Run 1, power grid:
Scale bar: 50 um. Pins as bars on the die edge.
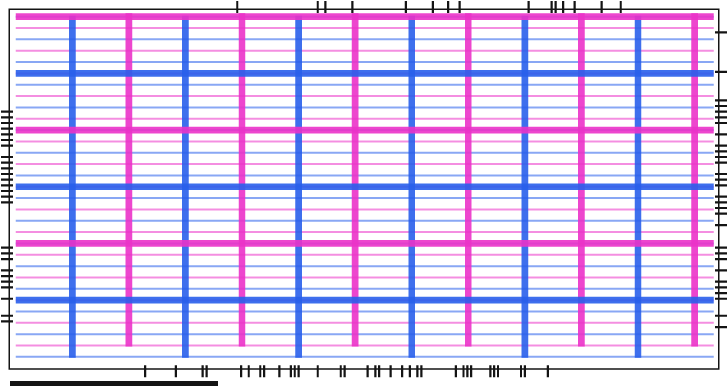
Run 1, cell classes on the final placement:
Scale bar: 50 um.
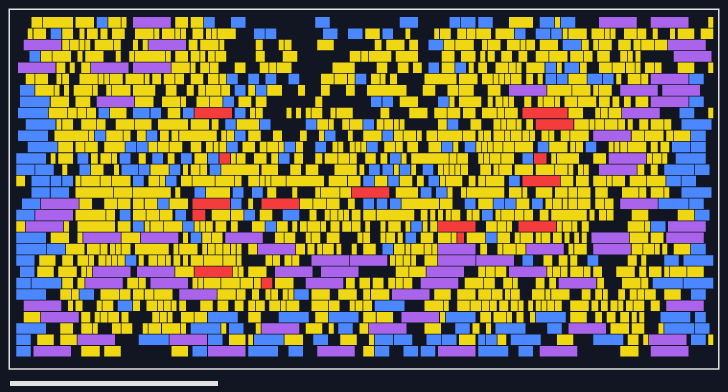
Run 1, routed clock nets over the placement:
Scale bar: 50 um.
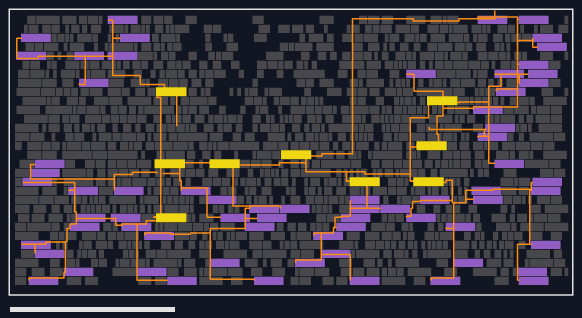
Run 1, routed metal, one colour a layer:
Only two layers are drawn.
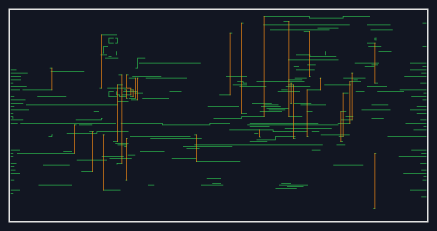
## src/rtl/sdram_test_pkg.sv

```systemverilog
// Shared types, default widths and the pseudo-data pattern used by both the
// SDRAM DMA write test and the read-back checker.
package sdram_test_pkg;

    typedef enum logic [1:0] {
        IDLE  = 2'd0,
        REQ   = 2'd1,
        DRAIN = 2'd2
    } state_t;

    localparam int DEF_DATA_W    = 128;
    localparam int DEF_ADDR_W    = 28;
    localparam int DEF_BURST_W   = 8;
    localparam int DEF_MAX_BURST = 16;
    localparam int DEF_MAX_PEND  = 64;
    localparam int PAT_W         = 128;

    // {~idx, idx} with each half half_w bits wide; callers keep the low 2*half_w bits.
    function automatic logic [PAT_W-1:0] exp_word(input logic [31:0] idx, input int half_w);
        logic [63:0] w_mask;
        logic [63:0] w_lo;
        w_mask = ~64'd0 >> (64 - half_w);
        w_lo   = {32'd0, idx} & w_mask;
        return ({64'd0, ~w_lo & w_mask} << half_w) | {64'd0, w_lo};
    endfunction

endpackage

```

## src/rtl/sdram_rd_cmd_gen.sv

```systemverilog
// Read command generator: burst sizing, command addressing, outstanding-word
// credit tracking and command hold while the slave stalls.
module sdram_rd_cmd_gen
    import sdram_test_pkg::*;
#(
    parameter int ADDR_W    = DEF_ADDR_W,
    parameter int BURST_W   = DEF_BURST_W,
    parameter int MAX_BURST = DEF_MAX_BURST,
    parameter int MAX_PEND  = DEF_MAX_PEND
) (
    input  logic               i_clk,
    input  logic               i_rst,
    input  logic               i_load,
    input  logic [ADDR_W-1:0]  i_base,
    input  logic [31:0]        i_size,
    input  logic               i_active,
    input  logic               i_beat,
    input  logic               i_waitrequest,
    output logic [ADDR_W-1:0]  o_address,
    output logic [BURST_W-1:0] o_burstcount,
    output logic               o_read,
    output logic               o_req_done
);
    localparam int PEND_W = $clog2(MAX_PEND + 1);

    logic [ADDR_W-1:0]  r_base;
    logic [31:0]        r_req_words;
    logic [PEND_W-1:0]  r_pend;
    logic [31:0]        w_remain;
    logic [BURST_W-1:0] w_blen;
    logic               w_credit_ok;
    logic               w_accept;

    always_comb begin
        w_remain = i_size - r_req_words;
        if (w_remain > 32'(MAX_BURST)) begin
            w_blen = BURST_W'(MAX_BURST);
        end else begin
            w_blen = w_remain[BURST_W-1:0];
        end
    end

    // Command fields depend only on registers that move on acceptance, so they
    // hold by construction under waitrequest; returning beats only add credit.
    assign w_credit_ok  = (32'(r_pend) + 32'(w_blen)) <= 32'(MAX_PEND);
    assign o_read       = i_active && w_credit_ok;
    assign w_accept     = o_read && !i_waitrequest;
    assign o_address    = o_read ? (r_base + r_req_words[ADDR_W-1:0]) : '0;
    assign o_burstcount = o_read ? w_blen : '0;
    assign o_req_done   = w_accept && ((r_req_words + 32'(w_blen)) == i_size);

    always_ff @(posedge i_clk or posedge i_rst) begin
        if (i_rst) begin
            r_base      <= '0;
            r_req_words <= '0;
            r_pend      <= '0;
        end else if (i_load) begin
            r_base      <= i_base;
            r_req_words <= '0;
            r_pend      <= '0;
        end else begin
            if (w_accept) begin
                r_req_words <= r_req_words + 32'(w_blen);
            end
            r_pend <= r_pend + (w_accept ? PEND_W'(w_blen) : PEND_W'(0))
                             - (i_beat ? PEND_W'(1) : PEND_W'(0));
        end
    end

endmodule

```

## config.mk

```make
export PLATFORM = sky130hd
export DESIGN_NAME = sdram_rd_cmd_gen
export DESIGN_NICKNAME = d
export VERILOG_FILES = /design/src/rtl/sdram_test_pkg.sv /design/src/rtl/sdram_rd_cmd_gen.sv
export SDC_FILE = /design/constraint.sdc
export NUM_CORES = 1
export LEC_CHECK = 0
export CORE_ASPECT_RATIO = 0.5
export CORE_UTILIZATION = 55
export CTS_BUF_LIST = sky130_fd_sc_hd__clkbuf_16
export DETAILED_ROUTE_END_ITERATION = 7
export PLACE_DENSITY = 0.77
export SLEW_MARGIN = 20
export SYNTH_ARGS = -nofsm -noshare
export SYNTH_HDL_FRONTEND = slang
export SYNTH_SLANG_ARGS = --single-unit
```

## constraint.sdc

```tcl
create_clock -name i_clk -period 8.15 [get_ports i_clk]
set_input_delay 0.815 -clock i_clk [delete_from_list [all_inputs] [get_ports i_clk]]
set_output_delay 0.815 -clock i_clk [all_outputs]
set_load 0.1 [all_outputs]
```

==> results.yml, run 1 <==
# generated from flow reports
floorplanning:
  pin_count: 104
  die-area_sq_um: 14600
  fp_util: 0.567
  core.rowCount: 30
logic_synthesis:
  synth.cellmix.adderShare: 0.151
  top_comb_family_area: "simple AND/OR/NAND/NOR gates"
  synth.lib_cells_used.distinct: 70
  yosys_area_sq_um: 7750
  synthesis.area_sq_um: 7750
  syn_area_per_cell_sq_um: 8.01
  synth_flops: 67
  async_flop_share: 1.00
  primary_ff_master_synth: "sky130_fd_sc_hd__dfrtp_1"
  warning_count_from_the_yosys_run: 0
  ys_sh_mux: 0.0489
sta:
  timing.final.crit_period_ns: 7.81
  max_slew_margin: 0.401
  timing.final.setup_violations: 0
  worst_slack_setup_final_ns: 0.341
  finClkSkew_ns: 0.0101
  fmaxAchievable_mhz: 128
worst_setup_path:
  timing.critical_path.arrival_ns: 6.99
  startpoint_type: "input port"
  timing.critical_path.to_type: "primary output"
  cp_max_fo: 8
placement:
  place.gp.congestion: 0.961
  io_buffers: 100
  post-dp-hpwl_um: 18700
  placedCellCount: 1344
pwr:
  p_leak_uw: 0.00471
  comb_power_share: 0.591
  p_sw_frac: 0.453
  netSwitchingPower_uw: 867
  power.share.clock: 0.207
  seq_power_share: 0.201
  intPower_uw: 1050
  irDropWorstVdd_uv: 144
clocking:
  count_of_clock_tree_sinks: 67
  clock_tree.root_cell: "sky130_fd_sc_hd__clkbuf_16"
  cts_tree: "built"
layout:
  area_growth_syn_to_layout_pct: 39.5
  final_layout_size_suffix_gt1_frac: 0.228
  post_layout_nonfiller_instances: 1366
  layout.nets: 1326
routing:
  detailedRoute.firstPassIterationCount: 5
  drt_iter0_drc: 853
  ant_nets: 0
grt:
  grt_start_max_net_pins: 68
status:
  outcome: "finished, final reports clean"
flow_run:
  timing.max_cap.violations: 0
-- 'power grid' (at the start) --
Key: blue = VSS; magenta = VDD
12 straps on met4. 31 met1 rails follow the rows. 104 signal pins sit on the boundary.

-- 'cell classes on the final placement' (at the start) --
Key: yellow = combinational and other logic [cells 883, share of their area 60%]; purple = flops [cells 67, share of their area 16%]; red = clock drivers and dummy loads [cells 15, share of their area 2.8%]; blue = other buffers and delay cells [cells 209, share of their area 21%]

-- 'routed clock nets over the placement' (at the start) --
Key: yellow = clock drivers [count 9]; orange = clock wires [length 1090 um]; purple = flip-flops [count 67]
There are 10 routed clock nets.

-- 'routed metal, one colour a layer' (at the start) --
Key: green = metal 3 [wire length 1580 um]; orange = metal 4 [wire length 522 um]

[run 1: power groups by stage]
stage               Sequential, uW  Combinational [uW]  Clock (uW)
global placement               389                1050           0
global route                   388                1200         412
floorplan                      382                 695           0
detailed placement             390                1070           0
CTS                            384                1080         399
finish                         385                1130         397
[run 1: what timing repair did]
action,4_1_cts,5_1_grt
buffers inserted,1,6
endpoints found under the hold margin,0,0
pin swaps,13,36
setup endpoints to repair,3,28
hold buffers,0,0
gates resized,17,76
[run 1: area by class of cell]
class	count	area, sq um	share of cell area
multi-input cells	818	6140	0.568
repair buffers	209	2210	0.205
flip-flops and latches	67	1680	0.155
inverters	65	244	0.0226
well taps	192	240	0.0222
clock buffers	9	225	0.0208
clock inverters	6	67.6	0.00625
[run 1: state kept, by name, indices dropped and copies added (netlist names)]
register / count
r_req_words: 32
r_base: 28
r_pend: 7
[run 1: stage by stage]
stage	total power [uW]	hold slack, ns
finish	1910	0.520
global placement	1440	0.498
global route	2000	0.534
CTS	1870	0.520
floorplan	1080	0.487
detailed placement	1460	0.507
[run 1: synth_stat cells (all sizes together) (5+ instances only)]
cell type	number
or2	5
nand4	19
buf	9
xnor2	66
and3	9
nor4	11
xor2	36
a211oi	16
o31ai	7
nor2	105
o211ai	6
o21a	17
clkbuf	15
mux2	31
inv	65
nor2b	10
nand3	16
dfrtp	67
o21bai	7
ha	85
fa	5
a21o	25
nand2	73
or3	20
a21oi	67
nand2b	15
nor3	32
a31oi	8
nor3b	6
and2	9
o21ai	52
[run 1: worst max-delay path: cells and delay by family]
| kind | cells | cell delay (ns) |
|---|---|---|
| compound gates | 8 | 1.79 |
| fa+ha+maj | 3 | 0.79 |
| simple gates | 13 | 2.12 |
| buf+inv | 7 | 1.46 |
[run 1: kinds of logic (layout without fill, tap and decap cells)]
logic type | count (synthesis) | after routing
buf+inv | 89 | 289
other cells | 2 | 9
mux | 34 | 34
flops | 67 | 67
compound gates | 242 | 242
simple gates | 340 | 340
fa+ha+maj | 91 | 91
xor+xnor | 102 | 102
[run 1: path summary, 6_finish.rpt]
check / start / end / slack [ns] / cells after the start
min in group asynchronous: i_rst / r_base[21] / 1.06 / 3
min: r_base[12] / r_base[12] / 0.52 / 1
max reg2reg: r_req_words[1] / r_pend[6] / 0.47 / 38
max in group asynchronous: i_rst / r_pend[4] / 6.47 / 3
min reg2reg: r_base[12] / r_base[12] / 0.52 / 1
max: i_size[17] / o_req_done / 0.34 / 31
[run 1: layer usage]
layer,vias to the layer above,part of all wire,global-route usage
li1,3875,-,-
met3,65,0.063,0.0425
met1,3981,0.45,0.461
met5,-,0,0
met2,357,0.46,0.560
met4,0,0.021,0.0819
[run 1: cell usage in the layout (no fill, tap or decap), drive strengths merged, types with 20 or more instances in the layout]
cell type / netlist / routed
xor2: 36 / 36
nor2: 105 / 105
a21o: 25 / 25
nand2: 73 / 73
or3: 20 / 20
nor3: 32 / 32
inv: 65 / 65
ha: 85 / 85
o21ai: 52 / 52
buf: 9 / 145
xnor2: 66 / 66
mux2: 31 / 31
dfrtp: 67 / 67
a21oi: 67 / 67
clkdlybuf4s50: 0 / 50
Run 1, placed standard cells:
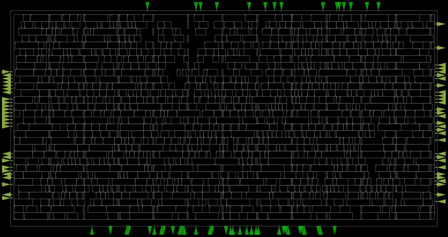

==> inputs of run 2 (changes only) <==
--- a/config.mk
+++ b/config.mk
@@ -6,10 +6,11 @@
 export NUM_CORES = 1
 export LEC_CHECK = 0
 export CORE_ASPECT_RATIO = 0.5
-export CORE_UTILIZATION = 55
+export CORE_UTILIZATION = 45
 export CTS_BUF_LIST = sky130_fd_sc_hd__clkbuf_16
 export DETAILED_ROUTE_END_ITERATION = 7
-export PLACE_DENSITY = 0.77
+export PLACE_DENSITY = 0.64
+export SETUP_SLACK_MARGIN = 0.1
 export SLEW_MARGIN = 20
 export SYNTH_ARGS = -nofsm -noshare
 export SYNTH_HDL_FRONTEND = slang
Run 2, placed standard cells:
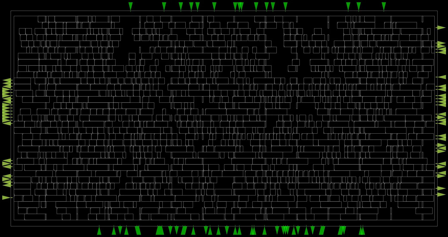
number of well-tap cells placed: 227
fin cells: 1420

==> results.yml, run 2 <==
# generated from flow reports
status:
  outcome: "finished, final reports clean"
routing:
  routed_length_on_met3_um: 1430
  met2_length_um: 10900
  drt_iter0_drc: 360
  routedWlPerCell_um: 17.1
  ant_nets: 0
  routed_via_density: 5.56
  vias: 7900
  detail_route.wirelength_um: 24300
  detailedRoute.firstPassIterationCount: 5
  wire_length_on_met1_um: 11800
  highest_layer: "met4"
worst_setup_path:
  cell_type_with_the_highest_occurrence_count_on_the_critical_path: "sky130_fd_sc_hd__buf_4"
  critPathKind: "in2out"
  cp_num_buf_inv: 7
  cpMaxStageDelayCell: "sky130_fd_sc_hd__clkdlybuf4s50_1"
  timing.critical_path.slowest_cell_delay_ns: 0.50
  cp_max_fo: 5
  timing.critical_path.to_type: "primary output"
  critical_path.top_delay_family: "simple AND/OR/NAND/NOR gates"
  required_ns: 7.34
  timing.critical_path.arrival_ns: 7.07
  startpoint_type: "input port"
logic_synthesis:
  yosys.area.top_type_share: 0.216
  synthesis.area_sq_um: 7750
  common_cells: "sky130_fd_sc_hd__nor2_1, sky130_fd_sc_hd__ha_1, sky130_fd_sc_hd__nand2_1, sky130_fd_sc_hd__dfrtp_1, sky130_fd_sc_hd__xnor2_1"
  yosys_area_sq_um: 7750
  synthCells: 967
  synthDominantAreaCellType: "sky130_fd_sc_hd__dfrtp_1"
  post_synth_main_area_contributors: "sky130_fd_sc_hd__dfrtp_1, sky130_fd_sc_hd__ha_1, sky130_fd_sc_hd__xnor2_1"
  syn_area_per_cell_sq_um: 8.01
  synth_top_cell_by_count: "sky130_fd_sc_hd__nor2_1"
  warning_count_from_the_yosys_run: 0
  synth_flops: 67
  async_flop_share: 1.00
  primary_ff_master_synth: "sky130_fd_sc_hd__dfrtp_1"
  synth.lib_cells_used.distinct: 70
  enable_flop_cells: 0
layout:
  layout.nets: 1344
  area_growth_syn_to_layout_pct: 45.3
  mostFrequentLayoutCells: "sky130_fd_sc_hd__buf_4, sky130_fd_sc_hd__nor2_1, sky130_fd_sc_hd__nand2_1"
  largest_reg_flops: 32
  largest-register: "r_req_words"
  reg_top3: "r_req_words x32, r_base x28, r_pend x7"
  final_layout_size_suffix_gt1_frac: 0.261
  layout_top_cell_excl_fill_tap: "sky130_fd_sc_hd__buf_4"
pwr:
  p_total_uw: 1990
  cellPowerDensity_nw_per_um2: 176
  irDropWorstVdd_uv: 166
  p_leak_uw: 0.00495
flow_run:
  timing.max_cap.violations: 0
  log.warning_count: 27
placement:
  io_buffers: 100
  post-dp-hpwl_um: 19000
  place.gp.congestion: 0.925
clocking:
  clk_pin_slew_ns: 0.06
  count_of_clock_tree_sinks: 67
  clk_latency_ns: 0.35
  cts_hold_buf: 0
  cts_buffer_depth: 2
  cts_max_level: 3
  cts_tree: "built"
  clock_tree.root_cell: "sky130_fd_sc_hd__clkbuf_16"
sta:
  timing.final.crit_period_ns: 7.89
  timing.final.setup_violations: 0
  fmaxAchievable_mhz: 127
  hold_viol: 0
  drv_slew: 0
  setup_total_negative_slack_ns: 0
  finalClockPeriodUsage: 0.967
  max_slew_margin: 0.398
  finClkSkew_ns: 0.00840
  smallest_hold_slack_ns: 0.517
  rsz0062_at_grt: "false"
floorplanning:
  core_area_sq_um: 16600
  die-width_um: 188
  fp_util: 0.467
  chipHeight_um: 94.8
  core.rowCount: 33
  pin_count: 104
  die-area_sq_um: 17800
grt:
  global_route.overflow_total: 0
  grt_start_max_net_pins: 68
  grt_use_total: 0.274
  grt_first_pass_wirelength_um: 38500
  number_of_antenna_violations_at_the_first_check_in_global_routing: 0
worst_hold_path:
  timing.hold.worst.class: "reg2reg"
Run 2, routed metal, one colour a layer:
Only two layers are drawn.
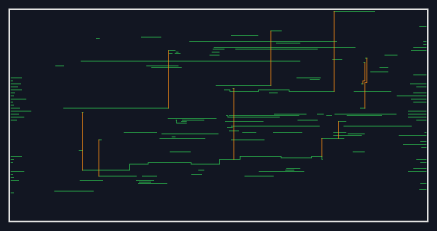
Key: orange = metal 4 [wire length 210 um]; green = metal 3 [wire length 1430 um]

[run 2: cell count changes in the layout (fill, tap and decap cells not counted), moves of 3 or more]
| cell | change |
|---|---|
| sky130_fd_sc_hd__o21ai_1 | -3 |
| sky130_fd_sc_hd__buf_4 | +13 |
| sky130_fd_sc_hd__dlymetal6s2s_1 | +8 |
| sky130_fd_sc_hd__ha_2 | +4 |
| sky130_fd_sc_hd__clkdlybuf4s50_1 | -9 |
| sky130_fd_sc_hd__a21oi_1 | -4 |
| sky130_fd_sc_hd__buf_6 | +4 |
| sky130_fd_sc_hd__ha_1 | -8 |
| sky130_fd_sc_hd__a21oi_2 | +3 |
| sky130_fd_sc_hd__ha_4 | +4 |
[run 2: cell families (layout without fill, tap and decap cells)]
family,after synthesis,in the layout,synth area share
simple gates,340,340,0.216
fa+ha+maj,91,91,0.151
flops,67,67,0.216
xor+xnor,102,102,0.115
buf+inv,89,308,0.0459
other cells,2,9,0.000969
mux,34,34,0.0489
compound gates,242,242,0.205
[run 2: repair_timing]
item | in CTS | in global routing
gates cloned | 0 | 0
endpoints found under the setup margin | 11 | 16
buffers inserted | 9 | 12
pin swaps | 32 | 44
gates resized | 47 | 91
[run 2: final timing paths]
kind | start | cells past startpoint | slack [ns] | to
setup / recovery | i_size[11] | 29 | 0.26 | o_req_done
hold / removal | r_base[13] | 1 | 0.52 | r_base[13]
setup reg to reg | r_req_words[1] | 36 | 0.47 | r_pend[6]
hold reg to reg | r_base[13] | 1 | 0.52 | r_base[13]
max in group asynchronous | i_rst | 3 | 6.49 | r_base[0]
min in group asynchronous | i_rst | 3 | 1.04 | r_base[22]
[run 2: power breakdown]
group | internal [uW] | switching (uW)
registers | 362 | 22.7
logic | 461 | 682
clock network | 299 | 159
[run 2: layout make-up]
type                    instances  area (sq um)
multi-input cells             818          6330
fillers                      1368          5340
repair buffers                227          2380
flip-flops and latches         67          1680
well taps                     227           284
inverters                      65           244
clock buffers                   9           225
clock inverters                 7           116
[run 2: layer usage]
metal,up-vias,track usage
li1,3912,-
met1,3753,0.382
met2,214,0.446
met3,21,0.0483
met4,0,0.0515
met5,-,0
[run 2: metrics by stage]
step	setup WS (ns)	instances	cell area (sq um)	utilization
CTS	0.113	1408	10800	0.648
detailed placement	-0.648	1383	10100	0.609
finish	0.265	1420	11300	0.678
global route	0.0324	1420	11300	0.678
floorplan	-0.377	974	7790	-
global placement	-0.380	1383	10100	0.609
Power is estimated from default activity; no workload was simulated.
